**src/rtl/irig_pkg.sv**
```systemverilog
// irig_pkg: shared definitions for the IRIG-style pulse-width link.
//   - symbol codes carried on the symbol stream
//   - FSM state encodings (the receiver's debug decoder uses the same values)
//   - minimum slot length
package irig_pkg;

  localparam logic [1:0] SYM_ZERO = 2'd0;
  localparam logic [1:0] SYM_ONE  = 2'd1;
  localparam logic [1:0] SYM_MARK = 2'd2;
  localparam logic [1:0] SYM_RSVD = 2'd3;

  localparam int unsigned MIN_SLOT = 2;

  typedef enum logic [2:0] {
    IDLE = 3'b000,
    HIGH = 3'b001,
    LOW  = 3'b011
  } state_e;

endpackage

```
**src/rtl/irig_symbol_tx_if.sv**
```systemverilog
// irig_symbol_tx_if: symbol-stream handshake between the timecode formatter
// (master) and the pulse transmitter (slave).
//   sym       : 2-bit symbol code
//   sym_valid : sym is presented
//   sym_ready : transmitter accepts sym this cycle
interface irig_symbol_tx_if;
  logic [1:0] sym;
  logic       sym_valid;
  logic       sym_ready;

  modport master (output sym, output sym_valid, input sym_ready);
  modport slave  (input sym, input sym_valid, output sym_ready);
endinterface

```
**src/rtl/irig_len_sel.sv**
```systemverilog
// irig_len_sel: maps a symbol code and the runtime length words to the
// clamped high width H, the effective slot length S and a reserved-code flag.
// Purely combinational.
//   sym                          : symbol code
//   slot_len/zero_len/one_len/mark_len : runtime lengths in cycles
//   h_len                        : high width, clamped to 1..S-1
//   s_len                        : slot length, at least MIN_SLOT
//   err                          : sym was the reserved code
module irig_len_sel
  import irig_pkg::*;
#(
  parameter int unsigned CNT_W = 32
) (
  input  logic [1:0]       sym,
  input  logic [CNT_W-1:0] slot_len,
  input  logic [CNT_W-1:0] zero_len,
  input  logic [CNT_W-1:0] one_len,
  input  logic [CNT_W-1:0] mark_len,
  output logic [CNT_W-1:0] h_len,
  output logic [CNT_W-1:0] s_len,
  output logic             err
);

  localparam logic [CNT_W-1:0] MIN_S = CNT_W'(MIN_SLOT);
  localparam logic [CNT_W-1:0] ONE_C = CNT_W'(1);

  logic [CNT_W-1:0] raw_len;

  // Select the raw width per symbol, then clamp against the effective slot.
  always_comb begin
    raw_len = mark_len;
    err     = 1'b0;
    if (slot_len < MIN_S) begin
      s_len = MIN_S;
    end else begin
      s_len = slot_len;
    end
    case (sym)
      SYM_ZERO: raw_len = zero_len;
      SYM_ONE:  raw_len = one_len;
      SYM_MARK: raw_len = mark_len;
      SYM_RSVD: begin
        // Reserved code is sent as a marker and flagged.
        raw_len = mark_len;
        err     = 1'b1;
      end
      default: begin
        raw_len = mark_len;
        err     = 1'b1;
      end
    endcase
    // At least one high and one low cycle per slot.
    if (raw_len == '0) begin
      h_len = ONE_C;
    end else if (raw_len > (s_len - ONE_C)) begin
      h_len = s_len - ONE_C;
    end else begin
      h_len = raw_len;
    end
  end

endmodule

```
**src/rtl/irig_symbol_tx.sv**
```systemverilog
// irig_symbol_tx: drives gpio_out high for a per-symbol width inside a
// fixed-length slot (IRIG-B style pulse-width coding).
//   clk, hard_rst (sync, active-high), ce (global clock enable)
//   sym_if     : symbol handshake (slave side)
//   slot_len, zero_len, one_len, mark_len : runtime lengths in cycles
//   gpio_out   : pulse output (registered)
//   new_slot   : one-cycle pulse on the first high cycle of each slot
//   underrun   : one-cycle pulse when a slot ends with no symbol waiting
//   sym_err    : one-cycle pulse after a reserved code is accepted
//   slot_count : accepted-symbol count, wraps
//   state      : FSM state for debug
module irig_symbol_tx
  import irig_pkg::*;
#(
  parameter int unsigned CNT_W = 32
) (
  input  logic             clk,
  input  logic             hard_rst,
  input  logic             ce,
  irig_symbol_tx_if.slave  sym_if,
  input  logic [CNT_W-1:0] slot_len,
  input  logic [CNT_W-1:0] zero_len,
  input  logic [CNT_W-1:0] one_len,
  input  logic [CNT_W-1:0] mark_len,
  output logic             gpio_out,
  output logic             new_slot,
  output logic             underrun,
  output logic             sym_err,
  output logic [CNT_W-1:0] slot_count,
  output logic [2:0]       state
);

  localparam logic [CNT_W-1:0] ONE_C = CNT_W'(1);

  state_e           state_q, state_d;
  logic [CNT_W-1:0] cnt_q, cnt_d;
  logic [CNT_W-1:0] h_q, h_d;
  logic [CNT_W-1:0] s_q, s_d;
  logic [CNT_W-1:0] count_q, count_d;
  logic             gpio_q, gpio_d;
  logic             new_slot_q, new_slot_d;
  logic             underrun_q, underrun_d;
  logic             sym_err_q, sym_err_d;

  logic [CNT_W-1:0] h_sel, s_sel;
  logic             err_sel;
  logic             ready;
  logic             accept;

  irig_len_sel #(.CNT_W(CNT_W)) u_len_sel (
    .sym      (sym_if.sym),
    .slot_len (slot_len),
    .zero_len (zero_len),
    .one_len  (one_len),
    .mark_len (mark_len),
    .h_len    (h_sel),
    .s_len    (s_sel),
    .err      (err_sel)
  );

  // Ready depends only on registered state, so it never combines with sym_valid.
  assign ready  = (state_q == IDLE) || ((state_q == LOW) && (cnt_q == (s_q - ONE_C)));
  assign accept = ce & sym_if.sym_valid & ready;
  assign sym_if.sym_ready = ready;

  // Next-state and registered-output computation.
  always_comb begin
    state_d    = state_q;
    cnt_d      = cnt_q;
    h_d        = h_q;
    s_d        = s_q;
    count_d    = count_q;
    gpio_d     = gpio_q;
    new_slot_d = new_slot_q;
    underrun_d = underrun_q;
    sym_err_d  = sym_err_q;
    if (ce) begin
      new_slot_d = 1'b0;
      underrun_d = 1'b0;
      sym_err_d  = 1'b0;
      if (accept) begin
        // Accept happens only in IDLE or on the last LOW cycle: start a slot.
        state_d    = HIGH;
        cnt_d      = '0;
        h_d        = h_sel;
        s_d        = s_sel;
        count_d    = count_q + ONE_C;
        gpio_d     = 1'b1;
        new_slot_d = 1'b1;
        sym_err_d  = err_sel;
      end else begin
        case (state_q)
          IDLE: begin
            gpio_d = 1'b0;
          end
          HIGH: begin
            cnt_d = cnt_q + ONE_C;
            if (cnt_q == (h_q - ONE_C)) begin
              state_d = LOW;
              gpio_d  = 1'b0;
            end else begin
              gpio_d  = 1'b1;
            end
          end
          LOW: begin
            gpio_d = 1'b0;
            if (cnt_q == (s_q - ONE_C)) begin
              state_d    = IDLE;
              cnt_d      = '0;
              underrun_d = 1'b1;
            end else begin
              cnt_d      = cnt_q + ONE_C;
            end
          end
          default: begin
            state_d = IDLE;
            cnt_d   = '0;
            gpio_d  = 1'b0;
          end
        endcase
      end
    end else begin
      state_d = state_q;
    end
  end

  // State and output registers; reset overrides the clock enable.
  always_ff @(posedge clk) begin
    if (hard_rst) begin
      state_q    <= IDLE;
      cnt_q      <= '0;
      h_q        <= ONE_C;
      s_q        <= CNT_W'(MIN_SLOT);
      count_q    <= '0;
      gpio_q     <= 1'b0;
      new_slot_q <= 1'b0;
      underrun_q <= 1'b0;
      sym_err_q  <= 1'b0;
    end else begin
      state_q    <= state_d;
      cnt_q      <= cnt_d;
      h_q        <= h_d;
      s_q        <= s_d;
      count_q    <= count_d;
      gpio_q     <= gpio_d;
      new_slot_q <= new_slot_d;
      underrun_q <= underrun_d;
      sym_err_q  <= sym_err_d;
    end
  end

  assign gpio_out   = gpio_q;
  assign new_slot   = new_slot_q;
  assign underrun   = underrun_q;
  assign sym_err    = sym_err_q;
  assign slot_count = count_q;
  assign state      = state_q;

endmodule

```
**src/flat_wrapper.sv**
```systemverilog
// flat-port wrapper written by rule: the top's interface ports become plain ports
module irig_symbol_tx_flat import irig_pkg::*;
#(
  parameter int unsigned CNT_W = 32
)
  (clk, hard_rst, ce, slot_len, zero_len, one_len, mark_len, gpio_out, new_slot, underrun, sym_err, slot_count, state, sym_if_sym, sym_if_sym_valid, sym_if_sym_ready);
  irig_symbol_tx_if sym_if_i ();
  input  logic clk;
  input  logic hard_rst;
  input  logic ce;
  input  logic [CNT_W-1:0] slot_len;
  input  logic [CNT_W-1:0] zero_len;
  input  logic [CNT_W-1:0] one_len;
  input  logic [CNT_W-1:0] mark_len;
  output logic gpio_out;
  output logic new_slot;
  output logic underrun;
  output logic sym_err;
  output logic [CNT_W-1:0] slot_count;
  output logic [2:0] state;
  input wire logic [$bits(sym_if_i.sym)-1:0] sym_if_sym;
  input wire logic [$bits(sym_if_i.sym_valid)-1:0] sym_if_sym_valid;
  output wire logic [$bits(sym_if_i.sym_ready)-1:0] sym_if_sym_ready;
  assign sym_if_i.sym = sym_if_sym;
  assign sym_if_i.sym_valid = sym_if_sym_valid;
  assign sym_if_sym_ready = sym_if_i.sym_ready;
  irig_symbol_tx #(.CNT_W(CNT_W)) u_core (.clk(clk), .hard_rst(hard_rst), .ce(ce), .sym_if(sym_if_i), .slot_len(slot_len), .zero_len(zero_len), .one_len(one_len), .mark_len(mark_len), .gpio_out(gpio_out), .new_slot(new_slot), .underrun(underrun), .sym_err(sym_err), .slot_count(slot_count), .state(state));
endmodule
```
**config.mk**
```make
export PLATFORM = sky130hd
export DESIGN_NAME = irig_symbol_tx_flat
export DESIGN_NICKNAME = d
export VERILOG_FILES = /design/src/rtl/irig_pkg.sv /design/src/rtl/irig_symbol_tx_if.sv /design/src/rtl/irig_len_sel.sv /design/src/rtl/irig_symbol_tx.sv /design/src/flat_wrapper.sv
export SDC_FILE = /design/constraint.sdc
export NUM_CORES = 1
export LEC_CHECK = 0
export ABC_AREA = 0
export CORE_MARGIN = 8
export CORE_UTILIZATION = 45
export DETAILED_ROUTE_END_ITERATION = 10
export GPL_TIMING_DRIVEN = 0
export PLACE_DENSITY = 0.79
export SYNTH_ARGS = -nofsm -noshare
export SYNTH_HDL_FRONTEND = slang
export SYNTH_SLANG_ARGS = --single-unit
```
**constraint.sdc**
```tcl
create_clock -name clk -period 7.3 [get_ports clk]
set_input_delay 1.46 -clock clk [delete_from_list [all_inputs] [get_ports clk]]
set_output_delay 1.46 -clock clk [all_outputs]
set_load 0.005 [all_outputs]
```
==> summary.txt <==
yosys + openroad results -> effective utilization at floorplan=0.4538, status=completed, post-synthesis instance total=1434, Worst Reg-to-Reg Cells=12, transition time of the tightest slew-check pin=1.029 ns, yosys warns=0, final slew viol count=0, flip-flop and latch share of the layout cell area=0.1960, core utilization of the finished layout=0.5696, CP cell instances=clkdlybuf4s50_1, or3_1, or4b_2, nor4_1, nand2b_1, ha_2, nand3_2, nor2_4, nand3_2, or3_1, nor4_2, xnor2_1, ha_1, nand4_1, nor3_2, o21ai_0, o21ai_0, o31a_1, buf_4, mux2_2, o32ai_1, power per standard cell area=172.8 nW/um2, number of well taps=324, clk cell area share=0.04433, net count after synthesis=1605, first drt pass iteration count=6, Worst Slack Setup Final=0.3174 ns, dpl ws=-1.005 ns, number of nets still failing antenna checks after routing=0, Critical Path AT=7.32 ns, global-route total usage across every layer=0.2679, Worst setup endpoint=u_core.h_q[26], number of clock buffer instances in the layout=17, final net count=1795, final non-filler cell total=1961, DRC Markers=0, mean routed wirelength per cell=20.41 um, Setup crit end kind=flip-flop, type of element launching the critical path=input port, register bit count reported by yosys=134, most instantiated logic cell after routing=sky130_fd_sc_hd__clkdlybuf4s50_1, share of flip-flops with an asynchronous set or reset after synthesis=0, CTS tree=built, cell count of the worst hold path=2, number of gates resized after CTS=11, aoi/oai-family share of the synthesized area=0.1987, clock root buffer=sky130_fd_sc_hd__clkbuf_16, final tally of setup violations=0, Crit Reg-Reg Startpoint=u_core.s_q[22], launching instance or port of the critical path=slot_len[19], H-tree Lvls=4, cell types with the highest counts after synthesis=sky130_fd_sc_hd__dfxtp_1 (134), sky130_fd_sc_hd__a21oi_1 (100), sky130_fd_sc_hd__nor2_1 (97), most used cells in the layout excluding fill and tap cells=sky130_fd_sc_hd__clkdlybuf4s50_1 (169), sky130_fd_sc_hd__dfxtp_1 (134), sky130_fd_sc_hd__a21oi_1 (100), sky130_fd_sc_hd__nor2_1 (96), sky130_fd_sc_hd__inv_1 (85), minimum setup slack among reg-to-reg paths=2.49 ns, xor/xnor cell area share of the yosys netlist=0.08832, HPWL Detailed=32050 um, synthesized chip area reported by yosys=10910 um2, most numerous cell in the Yosys netlist=sky130_fd_sc_hd__dfxtp_1, class of the most critical hold timing path=flip-flop to flip-flop, row count=57, setup fix buffers added after clock tree synthesis=2, Post-CTS Hold Buffers=0, fraction of standard cell area in multi-input logic=0.5505, port buffer count=169, first-pass GRT wire length=62120 um, shortest period the worst path allows=6.983 ns, average footprint of a synthesized cell=7.607 um2, critical path's largest stage delay=0.68 ns, via count=12093, sum of routed wire length over all layers=40030 um, end of the worst hold path=u_core.underrun, layout-stage area growth over the synthesis result=25.50%, Final Hold Vio Count=0, count of fill cells added during filler insertion=2261, Simple Share, Synth=0.2760, dominant kind of cell by area=logic gates, Antenna diodes=0, final total power=2.366 mW, DR vias/cell=6.167, yosys stat cell total=1434, register cell area after layout=2683 um2, headroom to the max-slew limit=0.3080, number of cells in the design after placement=1927, critical register-to-register path endpoint=u_core.h_q[14]
## routing by layer
metal / vias to the layer above / part of all wire / GRT usage
met5: - / 0 / 0
met4: 0 / 0.032 / 0.09716
met3: 94 / 0.10 / 0.05279
met2: 645 / 0.46 / 0.4324
met1: 5684 / 0.41 / 0.3490
li1: 5670 / - / -
## metrics by stage
stage	hold WS [ns]	cell area [um2]	setup TNS, ns
floorplan	0.4558	10910	0
global placement	0.4527	13010	-24.22
detailed placement	0.4620	13010	-29.76
CTS	0.4713	13650	0
global route	0.5107	13690	0
finish	0.4705	13690	0
## power breakdown
part | leakage (nW) | switching, mW | internal, mW
sequential | 1.09 | 0.0436 | 0.758
clock | 0.296 | 0.405 | 0.464
combinational | 3.68 | 0.396 | 0.299
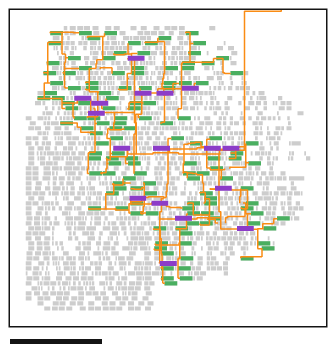
(clock network drawn from the DEF)
Bar = 50 um.
Key: flip-flops = green [count 134]; clock-net drivers = purple [count 17]; clock wires = orange [length 1790 um]
There are 18 routed clock nets.
Clock Latency Late Sink: 0.44 ns
Worst Clk Skew: 0.01339 ns
Clock group: 0.870 mW
clock group share of total power: 0.368

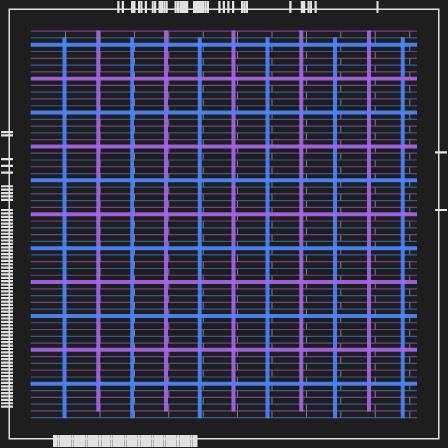
(power grid)
Pins as bars on the die edge. Tap cells in grey.
Key: VSS = blue; VDD = purple
58 met1 rails follow the rows. 11 straps on met5. 324 tap cells. 174 signal pins sit on the boundary. The core has 57 rows.
maximum vdd drop: 0.0001881 V
die outline width: 171.7 um
core area: 24030 um2
Die Height: 171.7 um

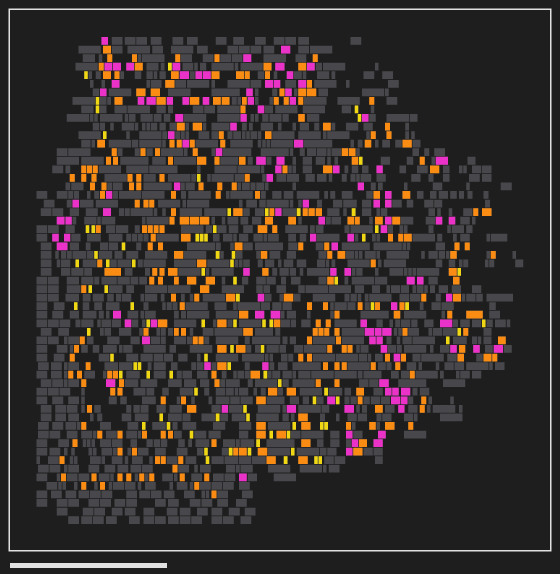
(gate-type map)
Bar = 50 um.
Key: and/or cells = magenta [cells 112]; inv cells = yellow [cells 86]; aoi and oai cells = orange [cells 285]

Power figures rest on the tool's default switching activity, not on a simulated workload.
